Fig. 1: wiring by layer
(1.5 px per µm) Two of the layers only.
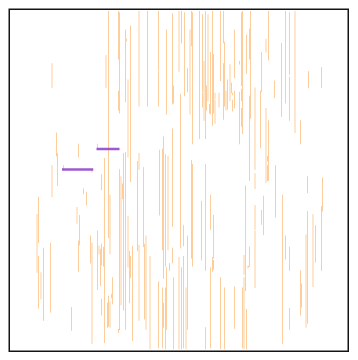
Fig. 2: logic cells by family
(2 px per µm)
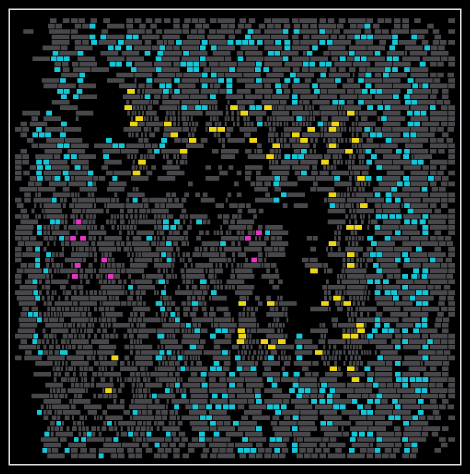
Fig. 3: the metal 1 layer
(1.5 px per µm) Supply wires on this layer in gray.
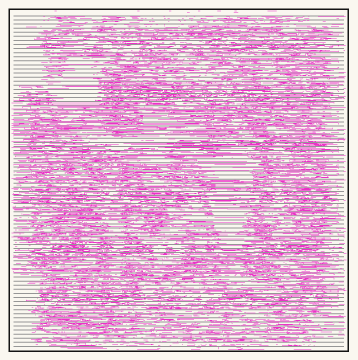
$ cat src/rtl/sha1_padder.sv
// SHA-1 message padder.
// Packs a byte stream into 512-bit blocks and appends the 0x80 marker,
// zero fill and 64-bit big-endian message bit length. Each finished block
// is offered to the hash core through a valid/ready handshake. The block
// that carries the length field is flagged as the last block.
//
// state | meaning
// ------+--------------------------------------------------------------
// FILL  | accepting message bytes into the block buffer
// PAD   | one cycle: write 0x80 marker, plus the length field if it fits
// LEN   | one cycle: write the length field into an otherwise-zero block
// EMIT  | block_o offered downstream, held until block_ready_i
module sha1_padder #(
  parameter int BlockWidth = 512,
  parameter int LenWidth   = 64
) (
  input  logic                  clk_i,
  input  logic                  rst_ni,
  input  logic                  clear_i,
  input  logic [7:0]            byte_i,
  input  logic                  byte_valid_i,
  input  logic                  byte_last_i,
  output logic                  byte_ready_o,
  output logic [BlockWidth-1:0] block_o,
  output logic                  block_valid_o,
  output logic                  block_last_o,
  input  logic                  block_ready_i
);

  localparam int NumBytes = BlockWidth / 8;
  localparam int LenBytes = LenWidth / 8;
  localparam int CntWidth = $clog2(NumBytes);
  localparam logic [CntWidth-1:0] LastIdx  = CntWidth'(NumBytes - 1);
  localparam logic [CntWidth-1:0] LenStart = CntWidth'(NumBytes - LenBytes);

  typedef enum logic [1:0] {
    StFill = 2'd0,
    StPad  = 2'd1,
    StLen  = 2'd2,
    StEmit = 2'd3
  } state_e;

  state_e                state_q, state_d;
  logic [7:0]            blk_q [NumBytes];
  logic [CntWidth-1:0]   byte_cnt_q;
  logic [CntWidth-1:0]   pad_pos_q;
  logic [LenWidth-1:0]   bit_len_q;
  logic                  final_q;
  logic                  pad_pending_q;
  logic                  len_pending_q;
  logic                  accept;
  logic                  transfer;

  // State register.
  always_ff @(posedge clk_i or negedge rst_ni) begin
    if (!rst_ni) begin
      state_q <= StFill;
    end else begin
      state_q <= state_d;
    end
  end

  // Next-state decode and handshake outputs; clear_i overrides every path.
  always_comb begin
    state_d       = state_q;
    byte_ready_o  = 1'b0;
    block_valid_o = 1'b0;
    accept        = 1'b0;
    transfer      = 1'b0;
    unique case (state_q)
      StFill: begin
        byte_ready_o = 1'b1;
        accept       = byte_valid_i & ~clear_i;
        if (accept) begin
          if (byte_cnt_q == LastIdx) begin
            state_d = StEmit;
          end else if (byte_last_i) begin
            state_d = StPad;
          end
        end
      end
      StPad: state_d = StEmit;
      StLen: state_d = StEmit;
      StEmit: begin
        block_valid_o = 1'b1;
        if (block_ready_i && !clear_i) begin
          transfer = 1'b1;
          if (pad_pending_q) begin
            state_d = StPad;
          end else if (len_pending_q) begin
            state_d = StLen;
          end else begin
            state_d = StFill;
          end
        end
      end
      default: state_d = StFill;
    endcase
    if (clear_i) begin
      state_d = StFill;
    end
  end

  // Block buffer, counters and pending flags.
  always_ff @(posedge clk_i or negedge rst_ni) begin
    if (!rst_ni) begin
      for (int i = 0; i < NumBytes; i++) blk_q[i] <= 8'h00;
      byte_cnt_q    <= '0;
      pad_pos_q     <= '0;
      bit_len_q     <= '0;
      final_q       <= 1'b0;
      pad_pending_q <= 1'b0;
      len_pending_q <= 1'b0;
    end else if (clear_i) begin
      for (int i = 0; i < NumBytes; i++) blk_q[i] <= 8'h00;
      byte_cnt_q    <= '0;
      pad_pos_q     <= '0;
      bit_len_q     <= '0;
      final_q       <= 1'b0;
      pad_pending_q <= 1'b0;
      len_pending_q <= 1'b0;
    end else begin
      unique case (state_q)
        StFill: begin
          if (accept) begin
            blk_q[byte_cnt_q] <= byte_i;
            byte_cnt_q        <= byte_cnt_q + 1'b1;
            bit_len_q         <= bit_len_q + LenWidth'(8);
            if (byte_last_i) begin
              // A message ending on a block boundary needs a whole extra
              // block whose marker sits at byte 0.
              if (byte_cnt_q == LastIdx) begin
                pad_pending_q <= 1'b1;
              end else begin
                pad_pos_q <= byte_cnt_q + 1'b1;
              end
            end
          end
        end
        StPad: begin
          blk_q[pad_pos_q] <= 8'h80;
          if (pad_pos_q < LenStart) begin
            for (int i = 0; i < LenBytes; i++) begin
              blk_q[NumBytes-LenBytes+i] <= bit_len_q[LenWidth-1-8*i -: 8];
            end
            final_q <= 1'b1;
          end else begin
            len_pending_q <= 1'b1;
          end
        end
        StLen: begin
          for (int i = 0; i < LenBytes; i++) begin
            blk_q[NumBytes-LenBytes+i] <= bit_len_q[LenWidth-1-8*i -: 8];
          end
          final_q <= 1'b1;
        end
        StEmit: begin
          if (transfer) begin
            for (int i = 0; i < NumBytes; i++) blk_q[i] <= 8'h00;
            byte_cnt_q <= '0;
            pad_pos_q  <= '0;
            if (pad_pending_q) begin
              pad_pending_q <= 1'b0;
            end else if (len_pending_q) begin
              len_pending_q <= 1'b0;
            end else if (final_q) begin
              bit_len_q <= '0;
              final_q   <= 1'b0;
            end
          end
        end
        default: ;
      endcase
    end
  end

  // Flatten the byte buffer, byte 0 in the most significant position.
  always_comb begin
    block_o = '0;
    for (int i = 0; i < NumBytes; i++) begin
      block_o[BlockWidth-1-8*i -: 8] = blk_q[i];
    end
  end

  // The last flag is only meaningful while a block is offered.
  always_comb begin
    block_last_o = (state_q == StEmit) & final_q;
  end

endmodule

$ cat config.mk
export PLATFORM = sky130hd
export DESIGN_NAME = sha1_padder
export DESIGN_NICKNAME = d
export VERILOG_FILES = /design/src/rtl/sha1_padder.sv
export SDC_FILE = /design/constraint.sdc
export NUM_CORES = 1
export LEC_CHECK = 0
export ABC_AREA = 0
export CAP_MARGIN = 5
export CORE_AREA = 2 2 223 225
export DETAILED_ROUTE_END_ITERATION = 7
export DIE_AREA = 0 0 225 227
export PLACE_DENSITY = 0.84
export SLEW_MARGIN = 20
export SYNTH_ARGS = -nofsm -noshare
export SYNTH_HDL_FRONTEND = slang
export SYNTH_SLANG_ARGS = --single-unit
$ cat constraint.sdc
create_clock -name clk_i -period 4.05 [get_ports clk_i]
set_input_delay 0.6075 -clock clk_i [delete_from_list [all_inputs] [get_ports clk_i]]
set_output_delay 0.6075 -clock clk_i [all_outputs]
set_load 0.05 [all_outputs]
==> results.cfg <==
; synthesis and place-and-route metrics
[detailed_routing]
drt-initial-drc-count = 2960
wl_met3_um = 9950
dr.pass1.iters = 6
antenna_left = 0
m1WireLength_um = 36940
dr_wl_met2_um = 46190

[sta]
layout_min_cycle_time_ns = 3.661
worst_clock_skew_ns = 0.02503
fin_crit_sh_pct = 90.40
finalSetupTns_ns = 0
fin_ws_ns = 0.3887

[final_layout]
seq_cells = 590
comb_area_mm2 = 0.01106
seq_share_pct = 42.67
n_antenna_cell = 2
buf_share_pct = 17.06
sh_comb_area_pct = 31.96
fillers = 3304
n_all_buffers = 590
largest_cell_class = flip-flops and latches
final_area_mm2 = 0.03460
ff_latch_area_mm2 = 0.01476
nets = 2977

[floorplanning]
io_pins = 529
std_cell_rows = 81
fp-utilization_pct = 54.66
die_width_um = 225
die_y_um = 227
die_area_mm2 = 0.05108

[clock_tree]
cts.path.max_buffers = 3
postCtsSetupRepairBufs = 0
postCtsHoldBufs = 0
insertion_delay_ns = 0.64
path_clk_slew_ns = 0.06
cts_htree_levels = 2
cts_made_buffers = 59

[global_routing]
overflow = 0
grt_max_degree = 116
grt_pass1_vias = 24049
grt_usage_pct = 38.50
grt_pass1_wl_um = 149800
antenna_found_initial = 4

[yosys]
synth.mux.area_fraction_pct = 2.452
synth_area_mm2 = 0.02654
flop_cell = dfrtp_1
top_logic_kind = AND-OR/OR-AND gates
async_flop_share_pct = 100.0
largest_area_cell = dfrtp_1
aoi_share_pct = 26.11
top_cells_by_count = dfrtp_1 (590), a22o_1 (399), nor2_1 (216), clkbuf_1 (154), nand2_1 (148)
syn_avg_cell_area_um2 = 10.61
yosysTopAreaCellShare_pct = 55.64
area_leaders = dfrtp_1 (56%), a22o_1 (13%), nor2_1 (3.1%)
ys_area_mm2 = 0.02654
edf_count = 0
ys_sh_simple_pct = 12.08

[setup_path]
crit_fanout = 58
reg2reg_depth = 9
crit_end = byte_ready_o
arrival_ns = 3.05
path_class = reg2out
critical_path.startpoint_type = register
cp-startpoint = state_q[0]
crit_required_ns = 3.44

[place]
portBuffers = 528
gp_congestion = 0.9303
numPlacedInstances = 3518

[run_status]
status = complete, no violations

[flow_run]
max-cap-violations = 0
Back to the opening pictures, Fig. 1:
| color | layer | wire length |
|---|---|---|
| purple | metal 5 | 33.1 µm |
| orange | metal 4 | 6970 µm |

Back to the opening pictures, Fig. 2:
| color | family | cells | most used |
|---|---|---|---|
| magenta | XOR/XNOR gates | 10 | xnor2_1 |
| cyan | AND-OR and OR-AND gates | 468 | a22o_1 |
| yellow | multiplexers | 58 | mux2_2 |
most frequent logic cell in the layout: dfrtp_1
Finished Layout Cells: 3627

Back to the opening pictures, Fig. 3:
nets with wire on the layer: 2714
main direction: horizontal
longest straight run: 67.6 µm
wire length on this layer: 36.9 mm
Routed WL: 100100 µm
vias: 24653

==> where the power goes <==
part           switching, µW  total (µW)  internal (µW)
Sequential               329        6530           6200
Combinational           5610        7580           1970
Clock                   2400        5770           3370
==> per-layer routing <==
layer | up-vias | GRT usage (%)
li1 | 10322 | -
met1 | 12212 | 49.31
met3 | 411 | 8.957
met2 | 1704 | 60.23
met5 | - | 0
met4 | 4 | 22.94
==> state kept, by name, indices dropped and copies added (netlist names) <==
signal and flops:
final_q 1, len_pending_q 1, block_o 512, bit_len_q 61
pad_pos_q 6, pad_pending_q 1, byte_cnt_q 6, state_q 2
==> critical path: stages (launching register included) <==
cell and delay (ns):
dfrtp_1 0.43, inv_1 0.17, ha_4 0.38, buf_4 0.51
clkdlybuf4s50_1 0.91
Power and IR drop assume default switching activity.
